File: src/rtl/led_cube_scan_driver.sv
// LED-cube scan driver: collects framed bytes from the UART RX stream into a
// double-buffered frame store and multiplexes the displayed frame onto the
// column/layer drive lines, one layer at a time with blanking between layers.
module led_cube_scan_driver #(
  parameter int          N            = 8,
  parameter int          LAYER_DWELL  = 50000,
  parameter int          BLANK_CYCLES = 500,
  parameter logic [7:0]  SYNC_BYTE    = 8'hA5
) (
  input  logic             clk,
  input  logic             reset_n,
  input  logic             enable,
  input  logic [7:0]       in_data,
  input  logic             in_valid,
  output logic             in_ready,
  output logic [N*N-1:0]   col_out,
  output logic [N-1:0]     layer_out,
  output logic             frame_tick,
  output logic [7:0]       frame_count,
  output logic             sync_err
);

  localparam int NBYTES = N * N * N / 8;   // bytes per frame
  localparam int LBYTES = N * N / 8;       // bytes per layer slice
  localparam int AW     = (NBYTES > 1) ? $clog2(NBYTES) : 1;
  localparam int BW     = $clog2(NBYTES + 1);
  localparam int LW     = (N > 1) ? $clog2(N) : 1;
  localparam int CMAX   = (LAYER_DWELL > BLANK_CYCLES) ? LAYER_DWELL : BLANK_CYCLES;
  localparam int CW     = $clog2(CMAX + 1);

  typedef enum logic {L_SYNC, L_DATA} load_state_t;
  typedef enum logic {S_BLANK, S_ON}  scan_state_t;

  // Loader state
  load_state_t     r_lstate;
  load_state_t     w_lstate_next;
  logic [BW-1:0]   r_bidx;
  logic [BW-1:0]   w_bidx_next;
  logic            r_pending;
  logic            r_sync_err;
  logic            w_xfer;
  logic            w_wr_en;
  logic            w_last;
  logic            w_sync_err;

  // Frame store: two byte-wide buffers, r_front_sel picks the displayed one
  logic [7:0]      r_mem [2][NBYTES];
  logic            r_front_sel;
  logic            w_rd_sel;
  logic [AW-1:0]   w_base;
  logic [N*N-1:0]  w_slice;

  // Scan state
  scan_state_t     r_sstate;
  scan_state_t     w_sstate_next;
  logic [CW-1:0]   r_cnt;
  logic [CW-1:0]   w_cnt_next;
  logic [LW-1:0]   r_layer;
  logic [LW-1:0]   w_layer_next;
  logic            w_blank_first;
  logic            w_swap;
  logic [N*N-1:0]  r_col;
  logic            r_tick;
  logic [7:0]      r_count;
  logic [N-1:0]    w_onehot;

  // No byte (not even a sync byte) is taken while a finished frame waits for its swap
  assign in_ready = ~r_pending;
  assign w_xfer   = in_valid & ~r_pending;

  // Loader next-state: hunt for sync, then count data bytes into the back buffer
  always_comb begin
    w_lstate_next = r_lstate;
    w_bidx_next   = r_bidx;
    w_wr_en       = 1'b0;
    w_last        = 1'b0;
    w_sync_err    = 1'b0;
    case (r_lstate)
      L_SYNC: begin
        if (w_xfer) begin
          if (in_data == SYNC_BYTE) begin
            w_lstate_next = L_DATA;
            w_bidx_next   = '0;
          end else begin
            w_sync_err = 1'b1;
          end
        end
      end
      L_DATA: begin
        if (w_xfer) begin
          w_wr_en     = 1'b1;
          w_bidx_next = r_bidx + BW'(1);
          if (r_bidx == BW'(NBYTES - 1)) begin
            w_last        = 1'b1;
            w_lstate_next = L_SYNC;
          end
        end
      end
      default: w_lstate_next = L_SYNC;
    endcase
  end

  // Loader state register and sync-error pulse
  always_ff @(posedge clk or negedge reset_n) begin
    if (!reset_n) begin
      r_lstate   <= L_SYNC;
      r_bidx     <= '0;
      r_sync_err <= 1'b0;
    end else begin
      r_lstate   <= w_lstate_next;
      r_bidx     <= w_bidx_next;
      r_sync_err <= w_sync_err;
    end
  end

  // Pending flag: set by the last data byte, cleared by the swap (never both at once)
  always_ff @(posedge clk or negedge reset_n) begin
    if (!reset_n) begin
      r_pending <= 1'b0;
    end else if (w_last) begin
      r_pending <= 1'b1;
    end else if (w_swap) begin
      r_pending <= 1'b0;
    end
  end

  // Frame store writes go to the back buffer only
  always_ff @(posedge clk or negedge reset_n) begin
    if (!reset_n) begin
      for (int b = 0; b < 2; b++) begin
        for (int k = 0; k < NBYTES; k++) begin
          r_mem[b][k] <= '0;
        end
      end
    end else if (w_wr_en) begin
      r_mem[~r_front_sel][AW'(r_bidx)] <= in_data;
    end
  end

  // Slice read selects the post-swap front buffer when a swap happens this cycle
  assign w_rd_sel = r_front_sel ^ w_swap;
  assign w_base   = AW'(LBYTES * int'(r_layer));

  genvar gi;
  generate
    for (gi = 0; gi < LBYTES; gi++) begin : g_slice
      assign w_slice[gi*8 +: 8] = r_mem[w_rd_sel][w_base + AW'(gi)];
    end
  endgenerate

  // Swap only on the first blank cycle of layer 0, so a scan frame is never mixed
  assign w_blank_first = (r_sstate == S_BLANK) && (r_cnt == '0);
  assign w_swap        = enable && w_blank_first && (r_layer == '0) && r_pending;

  // Scan next-state: blank -> on -> blank of next layer; disable parks at layer 0 blank
  always_comb begin
    w_sstate_next = r_sstate;
    w_cnt_next    = r_cnt;
    w_layer_next  = r_layer;
    if (!enable) begin
      w_sstate_next = S_BLANK;
      w_cnt_next    = '0;
      w_layer_next  = '0;
    end else begin
      case (r_sstate)
        S_BLANK: begin
          if (r_cnt == CW'(BLANK_CYCLES - 1)) begin
            w_sstate_next = S_ON;
            w_cnt_next    = '0;
          end else begin
            w_cnt_next = r_cnt + CW'(1);
          end
        end
        S_ON: begin
          if (r_cnt == CW'(LAYER_DWELL - 1)) begin
            w_sstate_next = S_BLANK;
            w_cnt_next    = '0;
            w_layer_next  = (r_layer == LW'(N - 1)) ? '0 : r_layer + LW'(1);
          end else begin
            w_cnt_next = r_cnt + CW'(1);
          end
        end
        default: begin
          w_sstate_next = S_BLANK;
          w_cnt_next    = '0;
          w_layer_next  = '0;
        end
      endcase
    end
  end

  // Scan state register
  always_ff @(posedge clk or negedge reset_n) begin
    if (!reset_n) begin
      r_sstate <= S_BLANK;
      r_cnt    <= '0;
      r_layer  <= '0;
    end else begin
      r_sstate <= w_sstate_next;
      r_cnt    <= w_cnt_next;
      r_layer  <= w_layer_next;
    end
  end

  // Buffer swap, frame tick/count and column latch on layer entry
  always_ff @(posedge clk or negedge reset_n) begin
    if (!reset_n) begin
      r_front_sel <= 1'b0;
      r_tick      <= 1'b0;
      r_count     <= '0;
      r_col       <= '0;
    end else begin
      r_tick  <= w_swap;
      r_count <= r_count + {7'd0, w_swap};
      if (w_swap) begin
        r_front_sel <= ~r_front_sel;
      end
      if (!enable) begin
        r_col <= '0;
      end else if (w_blank_first) begin
        r_col <= w_slice;
      end
    end
  end

  assign w_onehot    = {{(N-1){1'b0}}, 1'b1} << r_layer;
  assign layer_out   = (r_sstate == S_ON) ? w_onehot : '0;
  assign col_out     = r_col;
  assign frame_tick  = r_tick;
  assign frame_count = r_count;
  assign sync_err    = r_sync_err;

endmodule

File: config.mk
export PLATFORM = sky130hd
export DESIGN_NAME = led_cube_scan_driver
export DESIGN_NICKNAME = d
export VERILOG_FILES = /design/src/rtl/led_cube_scan_driver.sv
export SDC_FILE = /design/constraint.sdc
export NUM_CORES = 2
export LEC_CHECK = 0
export ABC_AREA = 0
export CAP_MARGIN = 15
export CELL_PAD_IN_SITES_DETAIL_PLACEMENT = 0
export CELL_PAD_IN_SITES_GLOBAL_PLACEMENT = 1
export CORE_ASPECT_RATIO = 0.6
export CORE_MARGIN = 3
export CORE_UTILIZATION = 47
export DETAILED_ROUTE_END_ITERATION = 7
export PLACE_DENSITY = 0.72
export SLEW_MARGIN = 25
export SYNTH_ARGS = -nofsm -noshare
export SYNTH_HDL_FRONTEND = slang
export SYNTH_SLANG_ARGS = --single-unit
File: constraint.sdc
create_clock -name clk -period 3.6 [get_ports clk]
set_input_delay 0.72 -clock clk [delete_from_list [all_inputs] [get_ports clk]]
set_output_delay 0.72 -clock clk [all_outputs]
set_load 0.005 [all_outputs]
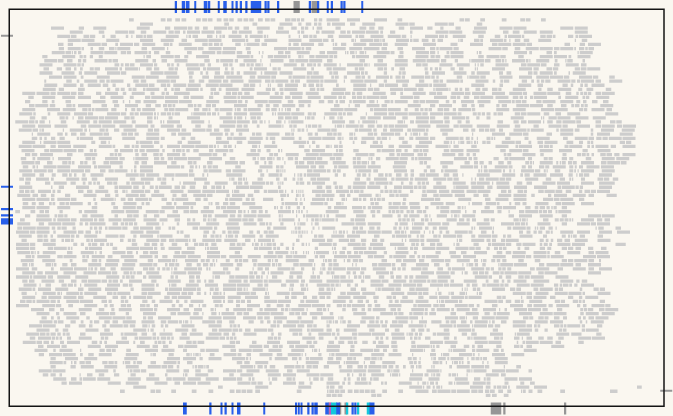
**Above:** ports around the boundary.
(1.5 px per um) Pins as bars across the die edge, other pins in grey.
layer_out: marked cyan, pins 8, direction output, edge south. col_out: marked blue, pins 64, direction output, edge 33 north, 25 south, 6 west. in_ready: marked magenta, pins 1, direction output, edge south.
All pins by edge: 46 south, 41 north, 7 west, 1 east.
IO buf count: 94
Die H: 264 um
Die Width: 435 um

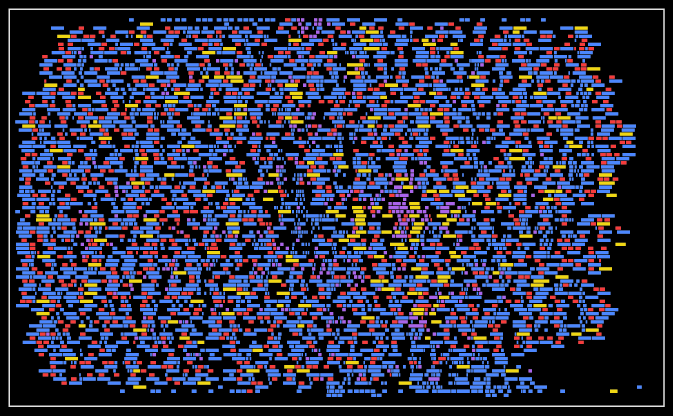
**Above:** cells by drive strength.
(1.5 px per um)
drive 6 and up: marked yellow, cells 212, most used clkbuf_16. drive 2: marked red, cells 1,094, most used mux2_2. drive 3 to 4: marked purple, cells 314, most used buf_4. drive 1 or less: marked blue, cells 2,769, most used dfrtp_1.
Area Overhead vs Synth: 16.2%
Worst Slack Setup Final: 0.0609 ns
Repair and plain buffers: 442
Non-Filler Cell Area, Final: 60,400 um^2

==> flow_summary.ini <==
; physical design summary
[global_route]
grt_max_degree = 98
grt_pass1_vias = 37859
grt_first_pass_wirelength_um = 257000

[min_path]
hold_class = primary input to register
hold_end = r_mem[673]

[logic_synthesis]
ys_cells = 4135
aoi_share_pct = 13.5
mux_share_pct = 22.1
common_cells = dfrtp_1 (1,128), mux2_2 (1,022), clkbuf_1 (295), nor2_1 (255), o22ai_1 (196)
yosys.area.top_type = dfrtp_1
synthArstFlopShare_pct = 100
logic_family = multiplexers
topCellsByArea = dfrtp_1 (54%), mux2_2 (22%), o22ai_1 (2.4%)
syn_inst = 4135
ff_type = dfrtp_1
top_cell = dfrtp_1
ys_types = 62
synth_area_per_cell_um2 = 12.6

[critical_path]
reg2reg_from = r_layer[0]
critPathMostFrequentCell = buf_4
crit_path_start_kind = register
rrSetupSlack_ns = 0.06
required_ns = 4.27
crit_fanout = 10
cpPeakStageDelay_ns = 0.67
cp.arrival_ns = 4.21
cp_top_family = simple AND/OR/NAND/NOR gates

[final_timing]
whs_ns = 0.384
rsz0062_at_grt = false
hold_viol_final = 0
final.setup.tns_ns = 0
fmax_mhz = 283
min_period_ns = 3.54

[pwr]
seq-power_mw = 14.4
pg_clk_mw = 11.9
pwr-share-seq_pct = 50.3
clock_power_share_pct = 41.6
p_leak_nw = 28.5
powerDensity_nw_per_um2 = 472
comb_power_share_pct = 8.1
top_power_group = registers

[finish]
comb_share_pct = 36.9
insertedDiodeCount = 6
inv_count = 19
largest_reg_flops = 1024
final_cells = 5867
logic_area_um2 = 22300
comb_cells = 2604
fillerInstances = 9012
final-clk-cell-share_pct = 6.05

[floorplan]
well_tap_count = 1472
boundaryPins = 95
core-area_um2 = 109000
die_area_um2 = 115000
num_rows = 93

[placed_design]
hpwl_um = 110000
dp_slack_ns = -0.381
gp_congestion = 0.862

[flow_run]
maxCapViolations = 0

[routing]
drt.antenna.violating_nets = 0
vias = 38171
drtIter0Drc = 4017
wire_per_inst_um = 29.2
drc_errors = 0

[status]
status = finished clean

[clock_tree]
clk_latency_ns = 0.73
cts.hold.buffers_added = 1
tritoncts = built
root_buffer = clkbuf_16
path_clk_slew_ns = 0.07
cells in the final DEF (no fill, tap or decap), types with 57 or more instances in the layout:
master / Yosys / layout
mux2_2: 1022 / 1022
clkbuf_16: 0 / 109
buf_12: 0 / 57
o21ai_0: 71 / 71
nand4_1: 69 / 69
a31oi_1: 64 / 64
o32ai_1: 94 / 94
buf_4: 14 / 293
dfrtp_1: 1128 / 1126
o211ai_1: 136 / 136
nor2_1: 255 / 255
nand2_1: 91 / 87
a32o_1: 64 / 64
o31a_1: 64 / 64
or4_1: 90 / 90
a211o_1: 64 / 64
o22ai_1: 196 / 196
clkdlybuf4s50_1: 0 / 85
layer usage:
layer	vias to the layer above	wire (um)	global-route usage, %
li1	16200	-	-
met5	-	20	0
met2	1730	69200	40.0
met4	2	4350	7.94
met3	242	16000	7.83
met1	19997	82000	46.2
Power is estimated from default activity; no workload was simulated.
